[src/rtl/dsp_mul_seq_pkg.sv]
// Shared encodings for the sequential RV32M multiplier: op codes, FSM states
// and the signed-correction helper applied to the upper product word.
package dsp_mul_seq_pkg;

    typedef enum logic [1:0] {
        MUL_OP_MUL    = 2'b00,
        MUL_OP_MULH   = 2'b01,
        MUL_OP_MULHSU = 2'b10,
        MUL_OP_MULHU  = 2'b11
    } mul_op_e;

    typedef enum logic [2:0] {
        S_IDLE = 3'd0,
        S_PP0  = 3'd1,
        S_PP1  = 3'd2,
        S_PP2  = 3'd3,
        S_PP3  = 3'd4,
        S_CORR = 3'd5,
        S_DONE = 3'd6
    } mul_state_e;

    // Converts the unsigned upper word into the signed/mixed upper word by
    // subtracting b when a is negative and a when b is negative (mod 2^32).
    function automatic logic [31:0] corr_hi(
        input logic [31:0] acc_hi,
        input mul_op_e     op,
        input logic [31:0] a,
        input logic [31:0] b
    );
        logic [31:0] ca;
        logic [31:0] cb;
        ca = ((op == MUL_OP_MULH || op == MUL_OP_MULHSU) && a[31]) ? b : 32'd0;
        cb = (op == MUL_OP_MULH && b[31]) ? a : 32'd0;
        return acc_hi - ca - cb;
    endfunction

endpackage

[src/rtl/dsp_mul_seq_mul16x16u.sv]
// 16x16 -> 32 unsigned combinational product, either on an SB_MAC16 hard
// multiplier or as a plain fabric multiply.
module mul16x16u #(
    parameter int USE_DSP = 1
) (
    input  logic [15:0] x,
    input  logic [15:0] y,
    output logic [31:0] p
);

    generate
        if (USE_DSP != 0) begin : g_dsp
            SB_MAC16 #(
                .TOPOUTPUT_SELECT (2'b11),
                .BOTOUTPUT_SELECT (2'b11),
                .A_SIGNED         (1'b0),
                .B_SIGNED         (1'b0)
            ) u_mac (
                .A (x),
                .B (y),
                .O (p)
            );
        end else begin : g_fabric
            assign p = {16'd0, x} * {16'd0, y};
        end
    endgenerate

endmodule

[src/rtl/sb_mac16.sv]
// Behavioural stand-in for the iCE40 SB_MAC16 in its unregistered 16x16 unsigned
// multiply configuration; leave it out of builds that link the vendor cell library.
module SB_MAC16 #(
    parameter logic [1:0] TOPOUTPUT_SELECT = 2'b00,
    parameter logic [1:0] BOTOUTPUT_SELECT = 2'b00,
    parameter logic       A_SIGNED         = 1'b0,
    parameter logic       B_SIGNED         = 1'b0
) (
    input  logic [15:0] A,
    input  logic [15:0] B,
    output logic [31:0] O
);

    logic [31:0] prod;
    logic        mul_mode;

    assign prod     = {16'd0, A} * {16'd0, B};
    assign mul_mode = !A_SIGNED && !B_SIGNED;

    // Output select 2'b11 routes the raw multiplier output past the accumulators.
    assign O[31:16] = (mul_mode && TOPOUTPUT_SELECT == 2'b11) ? prod[31:16] : 16'd0;
    assign O[15:0]  = (mul_mode && BOTOUTPUT_SELECT == 2'b11) ? prod[15:0]  : 16'd0;

endmodule

[src/rtl/dsp_mul_seq.sv]
// Sequential 32x32 RV32M multiplier: four 16x16 partial products accumulated
// over PP0..PP3, signed correction of the upper word in CORR, registered result.
module dsp_mul_seq #(
    parameter int USE_DSP = 1
) (
    input  logic        clk,
    input  logic        rst,
    input  logic        start,
    input  logic [1:0]  op,
    input  logic [31:0] a,
    input  logic [31:0] b,
    output logic        busy,
    output logic        done,
    output logic [31:0] result
);
    import dsp_mul_seq_pkg::*;

    mul_state_e  state_q, state_d;
    mul_op_e     op_q, op_d;
    logic [31:0] a_q, a_d;
    logic [31:0] b_q, b_d;
    logic [63:0] acc_q, acc_d;
    logic [31:0] result_q, result_d;
    logic        busy_q, busy_d;
    logic        done_q, done_d;

    logic [15:0] mul_x;
    logic [15:0] mul_y;
    logic [31:0] prod;
    logic [63:0] prod_ext;

    mul16x16u #(
        .USE_DSP (USE_DSP)
    ) u_mul (
        .x (mul_x),
        .y (mul_y),
        .p (prod)
    );

    // Half-select and alignment of the one partial product formed this cycle.
    always_comb begin
        mul_x    = a_q[15:0];
        mul_y    = b_q[15:0];
        prod_ext = 64'd0;
        case (state_q)
            S_PP0: prod_ext = {32'd0, prod};
            S_PP1: begin
                mul_x    = a_q[31:16];
                prod_ext = {16'd0, prod, 16'd0};
            end
            S_PP2: begin
                mul_y    = b_q[31:16];
                prod_ext = {16'd0, prod, 16'd0};
            end
            S_PP3: begin
                mul_x    = a_q[31:16];
                mul_y    = b_q[31:16];
                prod_ext = {prod, 32'd0};
            end
            default: ;
        endcase
    end

    always_comb begin
        // NOTE: every _d starts as its _q so no path through the case leaves a
        // signal unassigned; that keeps this block free of inferred latches.
        state_d  = state_q;
        op_d     = op_q;
        a_d      = a_q;
        b_d      = b_q;
        acc_d    = acc_q;
        result_d = result_q;
        case (state_q)
            S_IDLE, S_DONE: begin
                if (start) begin
                    state_d = S_PP0;
                    op_d    = mul_op_e'(op);
                    a_d     = a;
                    b_d     = b;
                    acc_d   = 64'd0;
                end else begin
                    state_d = S_IDLE;
                end
            end
            S_PP0: begin
                acc_d   = acc_q + prod_ext;
                state_d = S_PP1;
            end
            S_PP1: begin
                acc_d   = acc_q + prod_ext;
                state_d = S_PP2;
            end
            S_PP2: begin
                acc_d   = acc_q + prod_ext;
                state_d = S_PP3;
            end
            S_PP3: begin
                acc_d   = acc_q + prod_ext;
                state_d = S_CORR;
            end
            S_CORR: begin
                result_d = (op_q == MUL_OP_MUL) ? acc_q[31:0]
                                                : corr_hi(acc_q[63:32], op_q, a_q, b_q);
                state_d  = S_DONE;
            end
            default: state_d = S_IDLE;
        endcase

        busy_d = (state_d == S_PP0) || (state_d == S_PP1) || (state_d == S_PP2) ||
                 (state_d == S_PP3) || (state_d == S_CORR);
        done_d = (state_d == S_DONE);
    end

    // NOTE: sequential state uses non-blocking assignments only, so every flop
    // samples the pre-edge value of the others regardless of statement order.
    always_ff @(posedge clk or posedge rst) begin
        if (rst) begin
            state_q  <= S_IDLE;
            op_q     <= MUL_OP_MUL;
            a_q      <= 32'd0;
            b_q      <= 32'd0;
            acc_q    <= 64'd0;
            result_q <= 32'd0;
            busy_q   <= 1'b0;
            done_q   <= 1'b0;
        end else begin
            state_q  <= state_d;
            op_q     <= op_d;
            a_q      <= a_d;
            b_q      <= b_d;
            acc_q    <= acc_d;
            result_q <= result_d;
            busy_q   <= busy_d;
            done_q   <= done_d;
        end
    end

    assign busy   = busy_q;
    assign done   = done_q;
    assign result = result_q;

endmodule

[config.mk]
export PLATFORM = sky130hd
export DESIGN_NAME = dsp_mul_seq
export DESIGN_NICKNAME = d
export VERILOG_FILES = /design/src/rtl/dsp_mul_seq_pkg.sv /design/src/rtl/dsp_mul_seq_mul16x16u.sv /design/src/rtl/sb_mac16.sv /design/src/rtl/dsp_mul_seq.sv
export SDC_FILE = /design/constraint.sdc
export NUM_CORES = 1
export LEC_CHECK = 0
export ABC_CLOCK_PERIOD_IN_PS = 9500
export CAP_MARGIN = 5
export CORE_MARGIN = 2
export CORE_UTILIZATION = 45
export DETAILED_ROUTE_END_ITERATION = 8
export PLACE_DENSITY = 0.62
export SLEW_MARGIN = 0
export SYNTH_ARGS = -nofsm -noshare
export SYNTH_HDL_FRONTEND = slang
export SYNTH_SLANG_ARGS = --single-unit
[constraint.sdc]
create_clock -name clk -period 9.5 [get_ports clk]
set_input_delay 1.9 -clock clk [delete_from_list [all_inputs] [get_ports clk]]
set_output_delay 1.9 -clock clk [all_outputs]
set_load 0.05 [all_outputs]
Fig. 1: run 1, nets reached from selected ports
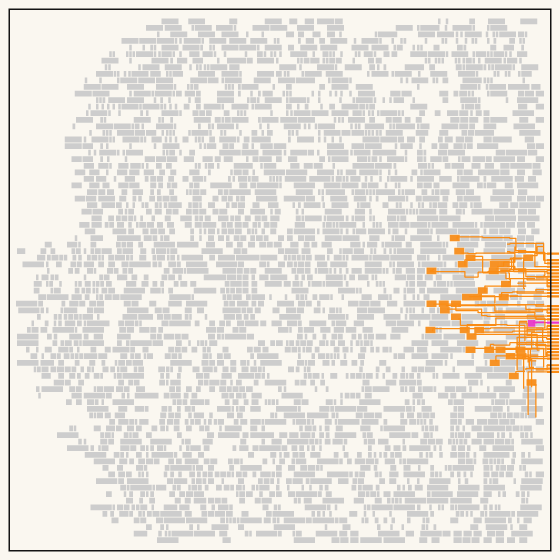
Key: `b` = orange [bits 32, direction input, end cells 32, buffers 32, wire 1280 um]; `rst` = magenta [bits 1, direction input, end cells 1, buffers 1, wire 9.90 um]

Fig. 2: run 1, register map, names as in the netlist
Other sequential cells in the stronger grey, the rest of the logic in the fainter grey.
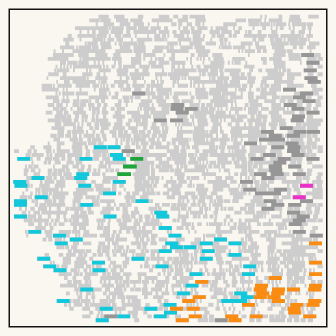
Key: `state_q` = green [placed flops 3]; `result` = orange [placed flops 32, where bottom right]; `op_q` = magenta [placed flops 2]; `acc_q` = cyan [placed flops 64]
Another 66 sequential cells are not coloured.

==> impl_metrics.toml, run 1 <==
# yosys + openroad results
[placed_design]
placedCellCount = 3380
detailedPlace.worstSlack_ns = -0.260
dp.final_hpwl_mm = 64.8

[floorplanning]
die_width_um = 224
fp-utilization = 0.456
dieHeight_um = 224

[drt]
drc_errors = 0
detail_route.wirelength_mm = 79.1
dr.max_layer_used = "met4"
dr_total_vias = 19800
detailroute.wirelength.met3_mm = 6.52
drt.antenna.violating_nets = 0

[status]
run_status = "finished with violations"
violations = "setup timing"

[global_route]
global_route.peak_usage_layer = "met2"
global_route.overflow_total = 0
grt_pass1_wl_mm = 118

[worst_hold_path]
hold_class = "reg2reg"

[sta]
final_worst_path_setup_slack_ns = -0.262
finalHoldViolations = 0
finalHoldWorstSlack_ns = 0.481
maxSlewViolCount = 0
finalSetupViolCount = 6
setup_tns_final_ns = -0.747

[cts]
ctsHoldBuffers = 0
clock.latency.late_pin_ns = 0.48
cts.htree.levels = 4

[critical_path]
path_common_cell = "sky130_fd_sc_hd__fa_1"
cp_data_arrival_time_ns = 10.13
reg2reg_depth = 36
critPathCapture = "acc_q[63]$_DFFE_PP0P_"
path_depth = 36

[layout]
area.sequential_um2 = 4180
sh_seq_area = 0.153
num-multi-input-gates = 1956
clkbuf_count = 18

[synth]
synth-seq-area-share = 0.193
netlist.area_leader.share = 0.208
Fig. 3: run 1, cell outlines without signal wires
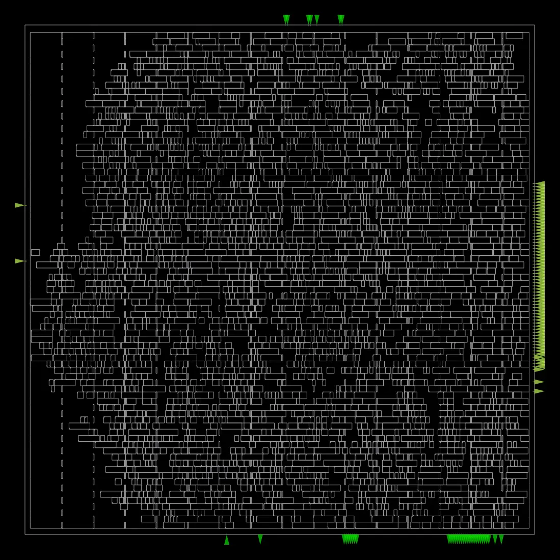
filler cell count: 4342
end-of-flow core utilization: 0.574
FF+latch count: 167
Non-Filler Instances: 3453

Fig. 4: run 1, wiring heat map
The die is cut into 22 by 22 equal tiles; black is low, pale yellow is high, scaled to the fullest tile. Values are wire area over tile area, all layers added.
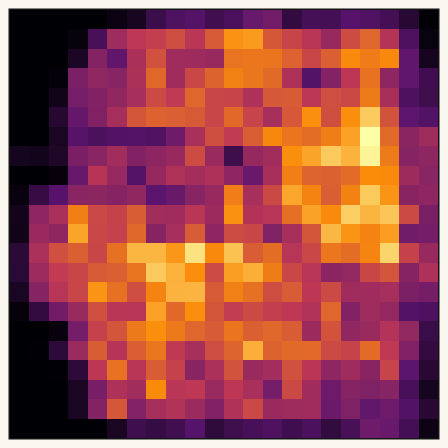
41% of the tiles are over half the peak. 8.9% of the tiles are nearly empty. The fullest tile reaches 0.60.

-- run 1: repair_timing --
action	4_1_cts	5_1_grt
setup buffers	5	32
cloned	1	4
setup endpoints to repair	19	34
resized	41	160
pin swaps	13	54
-- run 1: registers in the layout, summed over array words and instances, names as in the netlist --
signal   count
a_q         32
acc_q       64
b_q         32
busy         1
done         1
op_q         2
result      32
state_q      3
-- run 1: cell families (layout without fill, tap and decap cells) --
kind of cell | Yosys count | in the layout | share of synthesized area
AND-OR/OR-AND | 531 | 531 | 0.154
XOR/XNOR | 119 | 119 | 0.0480
adder cells (fa/ha/maj) | 428 | 428 | 0.325
buffers and inverters | 361 | 715 | 0.0643
flip-flops | 167 | 167 | 0.193
multiplexers | 134 | 134 | 0.0672
AND/OR/NAND/NOR | 744 | 744 | 0.149
Fig. 5: run 1, met3 routing
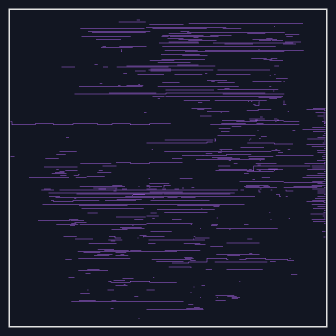

==> run 2, diff against run 1 <==
--- a/config.mk
+++ b/config.mk
@@ -7,7 +7,7 @@
 export LEC_CHECK = 0
 export ABC_CLOCK_PERIOD_IN_PS = 9500
 export CAP_MARGIN = 5
-export CORE_MARGIN = 2
+export CORE_MARGIN = 3
 export CORE_UTILIZATION = 45
 export DETAILED_ROUTE_END_ITERATION = 8
 export PLACE_DENSITY = 0.62
Fig. 6: run 2, met3 routing
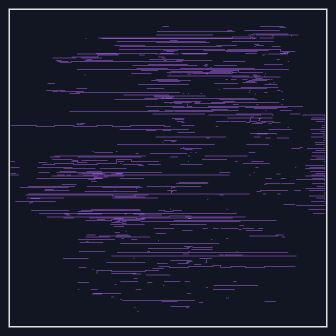
The layer carries 7850 um of wire. The longest straight run is 158 um. The wires run mostly horizontal. The layer holds 9.9% of the routed length.

==> run 2 against run 1 <==
Worst hold slack better by 0.0018 ns. First-iteration DRC count shrank 3.7%. Count of clock-buffer cells in the layout fell by 1. Critical endpoint is now acc_q[57]$_DFFE_PP0P_. The flow still finishes with violations (setup timing). Critical path type unchanged. Non-clock buffer count rose by 15. Via count is 0.41% higher. Register-to-register slack improved by 0.20 ns.
==> impl_metrics.toml, run 2 <==
# yosys + openroad results
[critical_path]
cp_data_arrival_time_ns = 9.90
path_common_cell = "sky130_fd_sc_hd__fa_1"

[global_route]
grt_pass1_wl_mm = 119
global_route.peak_usage_layer = "met2"
global_route.overflow_total = 0

[cts]
cts_resized = 91
postCtsSetupBuffers = 29
cts.htree.levels = 4

[drt]
detail_route.wirelength_mm = 79.0
dr_total_vias = 19900
dr.max_layer_used = "met4"
vias_per_cell = 5.75
detailroute.wirelength.met3_mm = 7.85
drc_errors = 0

[layout]
clkbuf_count = 17
area.sequential_um2 = 4180
num-multi-input-gates = 1957
sh_seq_area = 0.152
max_flop_register = "acc_q"
largest_register_ffs = 64
fillers = 4159
finalCoreUtilization = 0.583
fin_cells = 3460

[placed_design]
detailedPlace.worstSlack_ns = -0.279
dp.final_hpwl_mm = 64.5

[sta]
finalSetupViolCount = 3
final_worst_path_setup_slack_ns = -0.0663
setup_tns_final_ns = -0.148
finalHoldWorstSlack_ns = 0.482
max_slew_margin = 0.199
maxSlewViolCount = 0

[floorplanning]
die_area_um2 = 50900
fp-utilization = 0.461
die_width_um = 226
dieHeight_um = 226

[synth]
synth_compound_gate_area_share = 0.154
synth-seq-area-share = 0.193
synth_adder_area_share = 0.325
synth.mux.area_fraction = 0.0672
yosys-dominant-comb-family = "adder cells"
netlist.area_leader.share = 0.208
yosys.stat.chipArea_um2 = 21700

[status]
violations = "setup timing"
run_status = "finished with violations"

[worst_hold_path]
hold_class = "reg2reg"
Fig. 7: run 2, register map, names as in the netlist
Other sequential cells in the stronger grey, the rest of the logic in the fainter grey.
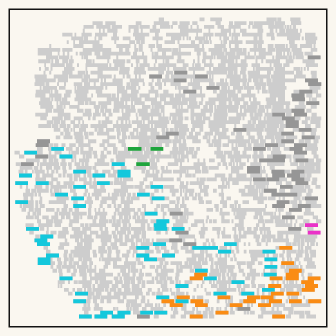
Key: `op_q` = magenta [placed flops 2]; `state_q` = green [placed flops 3]; `result` = orange [placed flops 32, where bottom right]; `acc_q` = cyan [placed flops 64]

## run 2: cell counts after synthesis
No cell type changed its count.
## run 2: path summary, 6_finish.rpt
kind                                       start                endpoint  slack [ns]  depth (start not counted)
setup / recovery            state_q[1]$_DFF_PP0_   acc_q[57]$_DFFE_PP0P_       -0.07                         42
hold / removal             result[5]$_DFFE_PP0N_   result[5]$_DFFE_PP0N_        0.48                          2
setup reg to reg            state_q[1]$_DFF_PP0_   acc_q[57]$_DFFE_PP0P_       -0.07                         42
hold reg to reg            result[5]$_DFFE_PP0N_   result[5]$_DFFE_PP0N_        0.48                          2
max in group asynchronous                    rst    state_q[1]$_DFF_PP0_        5.85                          3
min in group asynchronous                    rst  result[20]$_DFFE_PP0N_        2.01                          2
